Figure 1. Wires at chosen ports, followed through buffers.
Drawn at 6 px/µm.
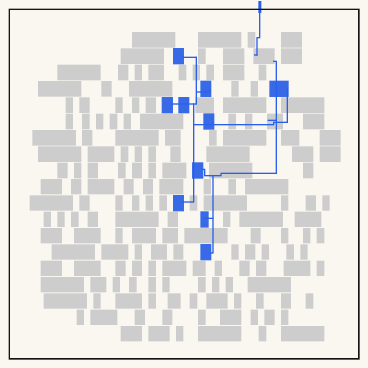
Figure 2. Gate families picked out.
Drawn at 8 px/µm.
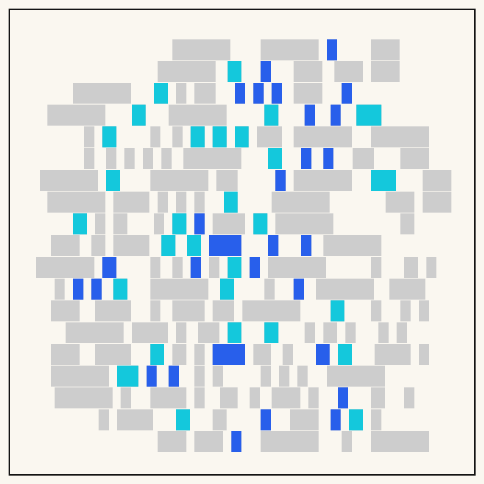
File: config.mk
export PLATFORM = sky130hd
export DESIGN_NAME = nrzi_decoder_flat
export DESIGN_NICKNAME = d
export VERILOG_FILES = /design/src/rtl/nrzi_pkg.sv /design/src/rtl/nrzi_decoder_if.sv /design/src/rtl/nrzi_bit_decode.sv /design/src/rtl/nrzi_decoder.sv /design/src/flat_wrapper.sv
export SDC_FILE = /design/constraint.sdc
export NUM_CORES = 1
export LEC_CHECK = 0
export ABC_AREA = 1
export CAP_MARGIN = 20
export CELL_PAD_IN_SITES_DETAIL_PLACEMENT = 1
export CELL_PAD_IN_SITES_GLOBAL_PLACEMENT = 1
export CORE_MARGIN = 2
export CORE_UTILIZATION = 41
export DETAILED_ROUTE_END_ITERATION = 8
export GPL_ROUTABILITY_DRIVEN = 0
export HOLD_SLACK_MARGIN = 0.1
export PLACE_DENSITY = 0.92
export SKIP_CTS_REPAIR_TIMING = 1
export SLEW_MARGIN = 25
export SYNTH_ARGS = -nofsm -noshare
export SYNTH_HDL_FRONTEND = slang
export SYNTH_SLANG_ARGS = --single-unit
File: constraint.sdc
create_clock -name clock -period 2.5 [get_ports clock]
set_input_delay 0.625 -clock clock [delete_from_list [all_inputs] [get_ports clock]]
set_output_delay 0.625 -clock clock [all_outputs]
set_load 0.03 [all_outputs]
File: src/rtl/nrzi_pkg.sv
// ============================================================================
// nrzi_pkg : shared types and width helpers for the NRZI receive path
// Rev 1.0
// ============================================================================
`default_nettype none

package nrzi_pkg;

    typedef enum logic [1:0] {
        ST_HUNT  = 2'd0,
        ST_DATA  = 2'd1,
        ST_STUFF = 2'd2
    } state_t;

    localparam int DEF_WIDTH     = 8;
    localparam int DEF_STUFF_LEN = 6;

    function automatic int bit_cnt_w(input int width);
        return (width > 1) ? $clog2(width) : 1;
    endfunction

    function automatic int ones_cnt_w(input int stuff_len);
        return (stuff_len > 0) ? $clog2(stuff_len + 1) : 1;
    endfunction

endpackage

`default_nettype wire

File: src/rtl/nrzi_decoder_if.sv
// ============================================================================
// nrzi_decoder_if : line input and decoded-word output bundle
// Rev 1.0
// ============================================================================
`default_nettype none

interface nrzi_decoder_if #(
    parameter int WIDTH = 8
);
    logic             z;
    logic             z_valid;
    logic             align;
    logic [WIDTH-1:0] data;
    logic             data_valid;
    logic             data_ready;
    logic             overflow;
    logic             stuff_err;

    modport master (
        output z, z_valid, align, data_ready,
        input  data, data_valid, overflow, stuff_err
    );

    modport slave (
        input  z, z_valid, align, data_ready,
        output data, data_valid, overflow, stuff_err
    );
endinterface

`default_nettype wire

File: src/rtl/nrzi_bit_decode.sv
// ============================================================================
// nrzi_bit_decode : NRZI level-to-bit decoder with stuff-bit removal
// Rev 1.0
// ============================================================================
`default_nettype none

module nrzi_bit_decode
    import nrzi_pkg::*;
#(
    parameter int STUFF_EN  = 1,
    parameter int STUFF_LEN = DEF_STUFF_LEN
) (
    input  logic clock,
    input  logic reset,
    input  logic z,
    input  logic z_valid,
    input  logic align,
    output logic dec_bit,
    output logic bit_valid,
    output logic abort
);
    localparam int OCW = ones_cnt_w(STUFF_LEN);

    state_t           state;
    logic             prev_z;
    logic [OCW-1:0]   ones_cnt;
    logic [OCW-1:0]   ones_next;
    logic             sample;

    // Bit outputs are combinational so the top can pack the bit on the sampling edge.
    always_comb begin
        sample    = z_valid && !align;
        dec_bit   = ~(z ^ prev_z);
        bit_valid = sample && (state == ST_DATA);
        abort     = sample && (state == ST_STUFF) && dec_bit;
        ones_next = '0;
        if (dec_bit) begin
            ones_next = (ones_cnt == OCW'(STUFF_LEN)) ? ones_cnt : ones_cnt + 1'b1;
        end
    end

    always_ff @(posedge clock) begin
        if (!reset) begin
            state    <= ST_HUNT;
            prev_z   <= 1'b0;
            ones_cnt <= '0;
        end else if (align) begin
            state    <= ST_HUNT;
            ones_cnt <= '0;
        end else if (z_valid) begin
            prev_z <= z;
            case (state)
                ST_HUNT: state <= ST_DATA;
                ST_DATA: begin
                    ones_cnt <= ones_next;
                    if ((STUFF_EN != 0) && (ones_next == OCW'(STUFF_LEN))) begin
                        state <= ST_STUFF;
                    end
                end
                ST_STUFF: begin
                    ones_cnt <= '0;
                    state    <= ST_DATA;
                end
                default: state <= ST_HUNT;
            endcase
        end
    end

endmodule

`default_nettype wire

File: src/rtl/nrzi_decoder.sv
// ============================================================================
// nrzi_decoder : NRZI receiver, LSB-first word packer and valid/ready output
// Rev 1.0
// ============================================================================
`default_nettype none

module nrzi_decoder
    import nrzi_pkg::*;
#(
    parameter int WIDTH     = DEF_WIDTH,
    parameter int STUFF_EN  = 1,
    parameter int STUFF_LEN = DEF_STUFF_LEN
) (
    input  logic           clock,
    input  logic           reset,
    nrzi_decoder_if.slave  bus
);
    localparam int BCW = bit_cnt_w(WIDTH);

    logic             dec_bit;
    logic             bit_valid;
    logic             abort;

    logic [WIDTH-1:0] shift_reg;
    logic [BCW-1:0]   bit_cnt;
    logic [WIDTH-1:0] r_data;
    logic             r_data_valid;
    logic             r_overflow;
    logic             r_stuff_err;

    logic [WIDTH-1:0] shift_next;
    logic             word_done;
    logic             xfer;

    nrzi_bit_decode #(
        .STUFF_EN  (STUFF_EN),
        .STUFF_LEN (STUFF_LEN)
    ) u_bit_decode (
        .clock     (clock),
        .reset     (reset),
        .z         (bus.z),
        .z_valid   (bus.z_valid),
        .align     (bus.align),
        .dec_bit   (dec_bit),
        .bit_valid (bit_valid),
        .abort     (abort)
    );

    always_comb begin
        shift_next = {dec_bit, shift_reg[WIDTH-1:1]};
        word_done  = bit_valid && (bit_cnt == BCW'(WIDTH - 1));
        xfer       = r_data_valid && bus.data_ready;
    end

    always_ff @(posedge clock) begin
        if (!reset) begin
            shift_reg    <= '0;
            bit_cnt      <= '0;
            r_data       <= '0;
            r_data_valid <= 1'b0;
            r_overflow   <= 1'b0;
            r_stuff_err  <= 1'b0;
        end else begin
            r_stuff_err <= abort;

            if (bus.align || abort) begin
                shift_reg <= '0;
                bit_cnt   <= '0;
            end else if (bit_valid) begin
                shift_reg <= shift_next;
                bit_cnt   <= word_done ? '0 : bit_cnt + 1'b1;
            end

            // A finished word may reuse the slot being drained on this same edge.
            if (word_done) begin
                if (!r_data_valid || xfer) begin
                    r_data       <= shift_next;
                    r_data_valid <= 1'b1;
                end else begin
                    r_overflow <= 1'b1;
                end
            end else if (xfer) begin
                r_data_valid <= 1'b0;
            end
        end
    end

    assign bus.data       = r_data;
    assign bus.data_valid = r_data_valid;
    assign bus.overflow   = r_overflow;
    assign bus.stuff_err  = r_stuff_err;

endmodule

`default_nettype wire

File: src/flat_wrapper.sv
// flat-port wrapper written by rule: the top's interface ports become plain ports
module nrzi_decoder_flat import nrzi_pkg::*;
#(
    parameter int WIDTH     = DEF_WIDTH,
    parameter int STUFF_EN  = 1,
    parameter int STUFF_LEN = DEF_STUFF_LEN
)
  (clock, reset, bus_z, bus_z_valid, bus_align, bus_data_ready, bus_data, bus_data_valid, bus_overflow, bus_stuff_err);
  nrzi_decoder_if #(.WIDTH(WIDTH)) bus_i ();
  input  logic clock;
  input  logic reset;
  input wire logic [$bits(bus_i.z)-1:0] bus_z;
  input wire logic [$bits(bus_i.z_valid)-1:0] bus_z_valid;
  input wire logic [$bits(bus_i.align)-1:0] bus_align;
  input wire logic [$bits(bus_i.data_ready)-1:0] bus_data_ready;
  output wire logic [$bits(bus_i.data)-1:0] bus_data;
  output wire logic [$bits(bus_i.data_valid)-1:0] bus_data_valid;
  output wire logic [$bits(bus_i.overflow)-1:0] bus_overflow;
  output wire logic [$bits(bus_i.stuff_err)-1:0] bus_stuff_err;
  assign bus_i.z = bus_z;
  assign bus_i.z_valid = bus_z_valid;
  assign bus_i.align = bus_align;
  assign bus_i.data_ready = bus_data_ready;
  assign bus_data = bus_i.data;
  assign bus_data_valid = bus_i.data_valid;
  assign bus_overflow = bus_i.overflow;
  assign bus_stuff_err = bus_i.stuff_err;
  nrzi_decoder #(.WIDTH(WIDTH), .STUFF_EN(STUFF_EN), .STUFF_LEN(STUFF_LEN)) u_core (.clock(clock), .reset(reset), .bus(bus_i));
endmodule
==> results.ini <==
[global_route]
grt_max_degree=17
antenna_found_initial=0
grt_overflow=0

[logic_synthesis]
topCellsByArea=dfxtp_1, nand2_1, ha_1, nor2_1, a21oi_1
synth-xor-area-share=0
postSynthCellCount=154
synthArstFlopShare=0
synthAoiAreaFrac=0.1297
ys_cells=154
synth_cell_type_count=19
ys_ff=27
syn_nets=169
ys.warnings.count=0

[pwr]
p_sw_frac=0.2506
leakage_uw=0.0005460
p_total_uw=687.2
comb_power_uw=52.8
p_clk_frac=0.287

[routing]
avgViaCountPerCell=5.210

[critical_path]
cp.required_ns=1.88
critPathMaxStageDelay_ns=0.69
worstPathMaxFanout=2
crit_cells=1

[sta]
max_freq_mhz=494.4
fin_crit_sh=0.8090
finalMaxSlewViolations=0
setup_slack_ns=0.4774
finalHoldViolCount=0

[outcome]
status=complete, no violations

[place]
portBuffers=16
pre_cts_ws_ns=0.3100
place_inst=201

[floorplan]
fp-utilization=0.4338

[layout]
largest_reg_flops=8
drive_gt1_frac=0.08046
final_nets=190

[worst_hold_path]
hold_class=reg2reg

[clocking]
clk_pin_slew_ns=0.15
clk_path_buf_depth=2
clk_latency_ns=0.33
h-tree-depth=1

-- Figure 1 (at the start) --
- `reset`: blue (bits 1; direction input; edge top; end cells 10; buffers 2; wire 115 µm)

-- Figure 2 (at the start) --
- NOR gates: blue (cells 29; most used nor2_1)
- inverting AOI/OAI gates: cyan (cells 29; most used a21oi_1)

[cell type report]
class	count	area (µm²)
multi-input cells	110	585.6
repair buffers	17	167.7
well taps	31	38.79
flip-flops and latches	27	540.5
fillers	376	1330
clock buffers	3	22.52
inverters	16	65.06
clock inverters	1	7.507
[layer usage]
| layer | global-route usage | wire (µm) | vias up |
|---|---|---|---|
| li1 | - | - | 537 |
| met1 | 0.2430 | 1295 | 517 |
| met2 | 0.3198 | 1434 | 10 |
| met3 | 0.02232 | 57 | 4 |
| met4 | 0.04983 | 26 | 0 |
| met5 | 0 | 0 | - |
[worst min-delay path, delay by kind of cell, from the launching register on]
kind	cells	cell delay, ns
compound gates	1	0.05
flops	1	0.34
simple gates	1	0.06
